### The metal 3 layer

Cells faint in the background.
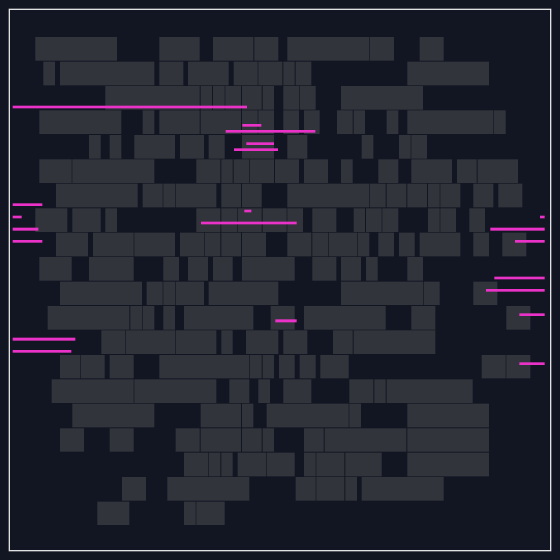
### Routing congestion map

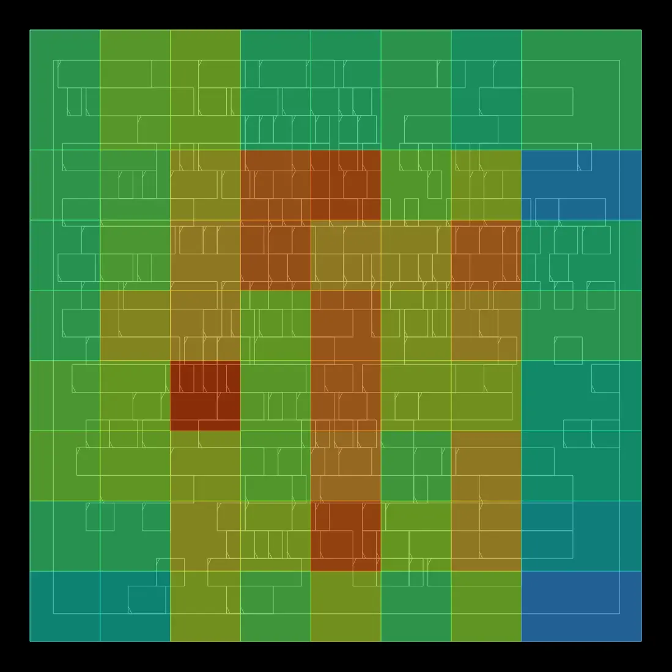
### Routed clock nets over the placement

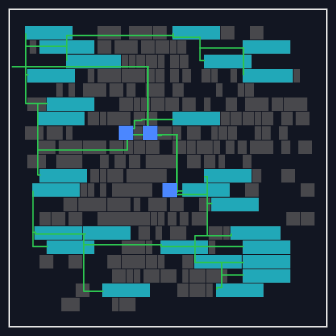
--- src/rtl/score_keeper.sv ---
// score_keeper: match state for a two-player ball game.
// Tracks IDLE/SERVE/PLAY/GAME_OVER, BCD scores, serve pause and winner.
// Every output comes straight from a flop.
module score_keeper #(
  parameter int WIN_SCORE   = 9,
  parameter int SERVE_TICKS = 60
) (
  input  logic       dyn_clk,
  input  logic       reset_n,
  input  logic       start,
  input  logic       goal_ply1,
  input  logic       goal_ply2,
  input  logic       reset_goals,
  output logic [3:0] score_ply1,
  output logic [3:0] score_ply2,
  output logic       play,
  output logic       reset_ball,
  output logic       game_over,
  output logic [1:0] winner
);

  typedef enum logic [1:0] {IDLE, SERVE, PLAY, GAME_OVER} state_t;

  localparam logic [3:0] WIN_BCD    = 4'(WIN_SCORE);
  localparam logic [7:0] SERVE_LOAD = 8'(SERVE_TICKS - 1);

  state_t     state_q, state_d;
  logic [7:0] cnt_q, cnt_d;
  logic [3:0] s1_q, s1_d, s2_q, s2_d;
  logic [1:0] winner_q, winner_d;
  logic       play_q, play_d, rb_q, rb_d, go_q, go_d;
  logic       start_prev_q, g1_prev_q, g2_prev_q, armed_q;
  logic       start_rise, g1_rise, g2_rise, p1_only, p2_only;
  logic [3:0] s1_inc, s2_inc;
  logic       win_hit;

  // BCD score increment that sticks at 9 instead of wrapping
  function automatic logic [3:0] sat_inc(input logic [3:0] s);
    return (s >= 4'd9) ? 4'd9 : s + 4'd1;
  endfunction

  // armed_q blocks the first cycle after reset so a level held through
  // release never looks like a fresh press
  assign start_rise = armed_q & start     & ~start_prev_q;
  assign g1_rise    = armed_q & goal_ply1 & ~g1_prev_q;
  assign g2_rise    = armed_q & goal_ply2 & ~g2_prev_q;
  assign p1_only    = g1_rise & ~g2_rise;
  assign p2_only    = g2_rise & ~g1_rise;
  assign s1_inc     = sat_inc(s1_q);
  assign s2_inc     = sat_inc(s2_q);
  assign win_hit    = (p1_only && s1_inc == WIN_BCD) || (p2_only && s2_inc == WIN_BCD);

  // previous-cycle copies of the button and goal levels for edge detection
  always_ff @(posedge dyn_clk or negedge reset_n) begin
    if (!reset_n) begin
      start_prev_q <= 1'b0;
      g1_prev_q    <= 1'b0;
      g2_prev_q    <= 1'b0;
      armed_q      <= 1'b0;
    end else begin
      start_prev_q <= start;
      g1_prev_q    <= goal_ply1;
      g2_prev_q    <= goal_ply2;
      armed_q      <= 1'b1;
    end
  end

  // state, datapath and registered outputs
  always_ff @(posedge dyn_clk or negedge reset_n) begin
    if (!reset_n) begin
      state_q  <= IDLE;
      cnt_q    <= 8'd0;
      s1_q     <= 4'd0;
      s2_q     <= 4'd0;
      winner_q <= 2'b00;
      play_q   <= 1'b0;
      rb_q     <= 1'b0;
      go_q     <= 1'b0;
    end else begin
      state_q  <= state_d;
      cnt_q    <= cnt_d;
      s1_q     <= s1_d;
      s2_q     <= s2_d;
      winner_q <= winner_d;
      play_q   <= play_d;
      rb_q     <= rb_d;
      go_q     <= go_d;
    end
  end

  // next-state decision; reset_goals overrides every other event
  always_comb begin
    state_d = state_q;
    if (reset_goals) begin
      state_d = IDLE;
    end else begin
      unique case (state_q)
        IDLE:      if (start_rise) state_d = SERVE;
        SERVE:     if (cnt_q == 8'd0) state_d = PLAY;
        PLAY: begin
          if (p1_only || p2_only) state_d = win_hit ? GAME_OVER : SERVE;
          else if (g1_rise && g2_rise) state_d = SERVE;
        end
        GAME_OVER: if (start_rise) state_d = SERVE;
        default:   state_d = IDLE;
      endcase
    end
  end

  // scores, winner and serve counter
  always_comb begin
    s1_d     = s1_q;
    s2_d     = s2_q;
    winner_d = winner_q;
    cnt_d    = cnt_q;
    if (reset_goals) begin
      s1_d     = 4'd0;
      s2_d     = 4'd0;
      winner_d = 2'b00;
    end else if (state_q == PLAY) begin
      if (p1_only) begin
        s1_d = s1_inc;
        if (win_hit) winner_d = 2'b01;
      end else if (p2_only) begin
        s2_d = s2_inc;
        if (win_hit) winner_d = 2'b10;
      end
    end else if (state_q == GAME_OVER && start_rise) begin
      s1_d     = 4'd0;
      s2_d     = 4'd0;
      winner_d = 2'b00;
    end
    if (state_d == SERVE && state_q != SERVE) cnt_d = SERVE_LOAD;
    else if (state_q == SERVE && cnt_q != 8'd0) cnt_d = cnt_q - 8'd1;
  end

  // outputs follow the state being entered so they line up with it
  always_comb begin
    play_d = (state_d == PLAY);
    go_d   = (state_d == GAME_OVER);
    rb_d   = (state_d == SERVE) && (state_q != SERVE);
  end

  assign score_ply1 = s1_q;
  assign score_ply2 = s2_q;
  assign winner     = winner_q;
  assign play       = play_q;
  assign reset_ball = rb_q;
  assign game_over  = go_q;

endmodule
--- config.mk ---
export PLATFORM = sky130hd
export DESIGN_NAME = score_keeper
export DESIGN_NICKNAME = d
export VERILOG_FILES = /design/src/rtl/score_keeper.sv
export SDC_FILE = /design/constraint.sdc
export NUM_CORES = 1
export LEC_CHECK = 0
export CAP_MARGIN = 30
export CORE_MARGIN = 2
export CORE_UTILIZATION = 49
export DETAILED_ROUTE_END_ITERATION = 8
export PLACE_DENSITY = 0.74
export SYNTH_ARGS = -nofsm -noshare
export SYNTH_HDL_FRONTEND = slang
export SYNTH_SLANG_ARGS = --single-unit
--- constraint.sdc ---
create_clock -name dyn_clk -period 2.35 [get_ports dyn_clk]
set_input_delay 0.47 -clock dyn_clk [delete_from_list [all_inputs] [get_ports dyn_clk]]
set_output_delay 0.47 -clock dyn_clk [all_outputs]
set_load 0.1 [all_outputs]
==> run summary <==
fresh numbers from the pnr run: status=finished clean, clock buffer count=3, post-synthesis cell count=~160, Finish-stage setup viols=0, pre-CTS WS=-0.308 ns, Vias/cell=5.15, ANT nets after route=0, Final Util=between 60% and 70%, number of global-route vias before repair=1157, Pint=697 uW, Synth flops=27, Repair and plain buffers=34, # DRC=0, placer congestion estimate=about 0.84, P per Cell Area=546 mW/mm^2, root buffer cell=clkbuf_4, Sum Neg Setup Slack=0 ns, Die W=60.1 um, Power Combinational=298 uW, unrepaired setup endpoints after global routing=false, Setup crit end kind=flip-flop, CORE AREA=roughly 0.003 sq mm, tally of OpenROAD warnings=35, Seq. pwr=about 550 uW, Hold Vio Cnt, Final=0, Mapped Avg Cell Area=9.88 sq um, WL met3=104 um, Clock Power=approximately 200 uW, Clock power frac=between 10% and 20%, Final Worst Setup Slack=a little over 0.08 ns, Insertion Delay late pin=0.32 ns
## Picture notes: 'The metal 3 layer'
- wire length on this layer: 105 um
- nets with wire on the layer: 19
- main direction: horizontal
- share of all routed wire: 3.6%

## Picture notes: 'Routing congestion map'
met3 usage: 2.81%
GRT Util Overall: 18.7%
global-route met2 utilization: 32.3%
WL/cell: 12.4 um

## Picture notes: 'Routed clock nets over the placement'
- green: clock wires (length 304 um)
- cyan: flip-flops (count 27)
- blue: cells driving clock nets (count 3)
- routed clock nets: 4

-- critical path, delay by kind of cell --
kind                       cells  cell delay [ns]
AOI/OAI and AO/OA              3             0.49
and+or+nand+nor                3             0.75
adders and majority gates      1             0.30
buffers and inverters          1             0.47
-- registers in the layout, indices dropped and copies added, names as in the netlist, 2 cells and up --
signal      count
score_ply1      4
cnt_q           8
state_q         2
score_ply2      4
winner          2
-- what timing repair did --
action | CTS | global route
gates resized | 0 | 2
setup buffers | 0 | 1
setup endpoints to repair | 0 | 6
-- cells in the mapped netlist, types with 2 or more instances --
master / instances
and2_1: 3
ha_1: 14
inv_1: 14
o21ai_0: 13
inv_2: 2
nand4_1: 2
nand2b_1: 6
nor2_1: 7
xnor2_1: 5
or3_1: 2
and3_1: 2
o211ai_1: 2
nand2_1: 15
or2_2: 2
dfrtp_1: 27
a21oi_1: 13
nor3_1: 4
-- kinds of logic (layout without fill, tap and decap cells) --
kind of cell               Yosys count  after routing  synth area share, %
other                                1              1                0.243
DFF                                 27             27                 43.8
buffers and inverters               17             54                 4.14
xor gates and xnor gates             6              6                 3.41
AOI/OAI and AO/OA                   38             38                 17.9
and+or+nand+nor                     53             53                 19.1
adders and majority gates           14             14                 11.4
-- how the worst max path moves through the flow --
stage | end | cells past startpoint | slack, ns | startpoint
after floorplan | cnt_q[7] | 8 | 0.004 | score_ply2[0]
after global placement | cnt_q[7] | 8 | -0.25 | goal_ply2
after detailed placement | cnt_q[7] | 8 | -0.31 | goal_ply2
after CTS | cnt_q[6] | 8 | 0.06 | goal_ply2
after global routing | cnt_q[2] | 8 | 0.02 | goal_ply2
final | cnt_q[6] | 8 | 0.08 | goal_ply2
Power and IR drop assume default switching activity.
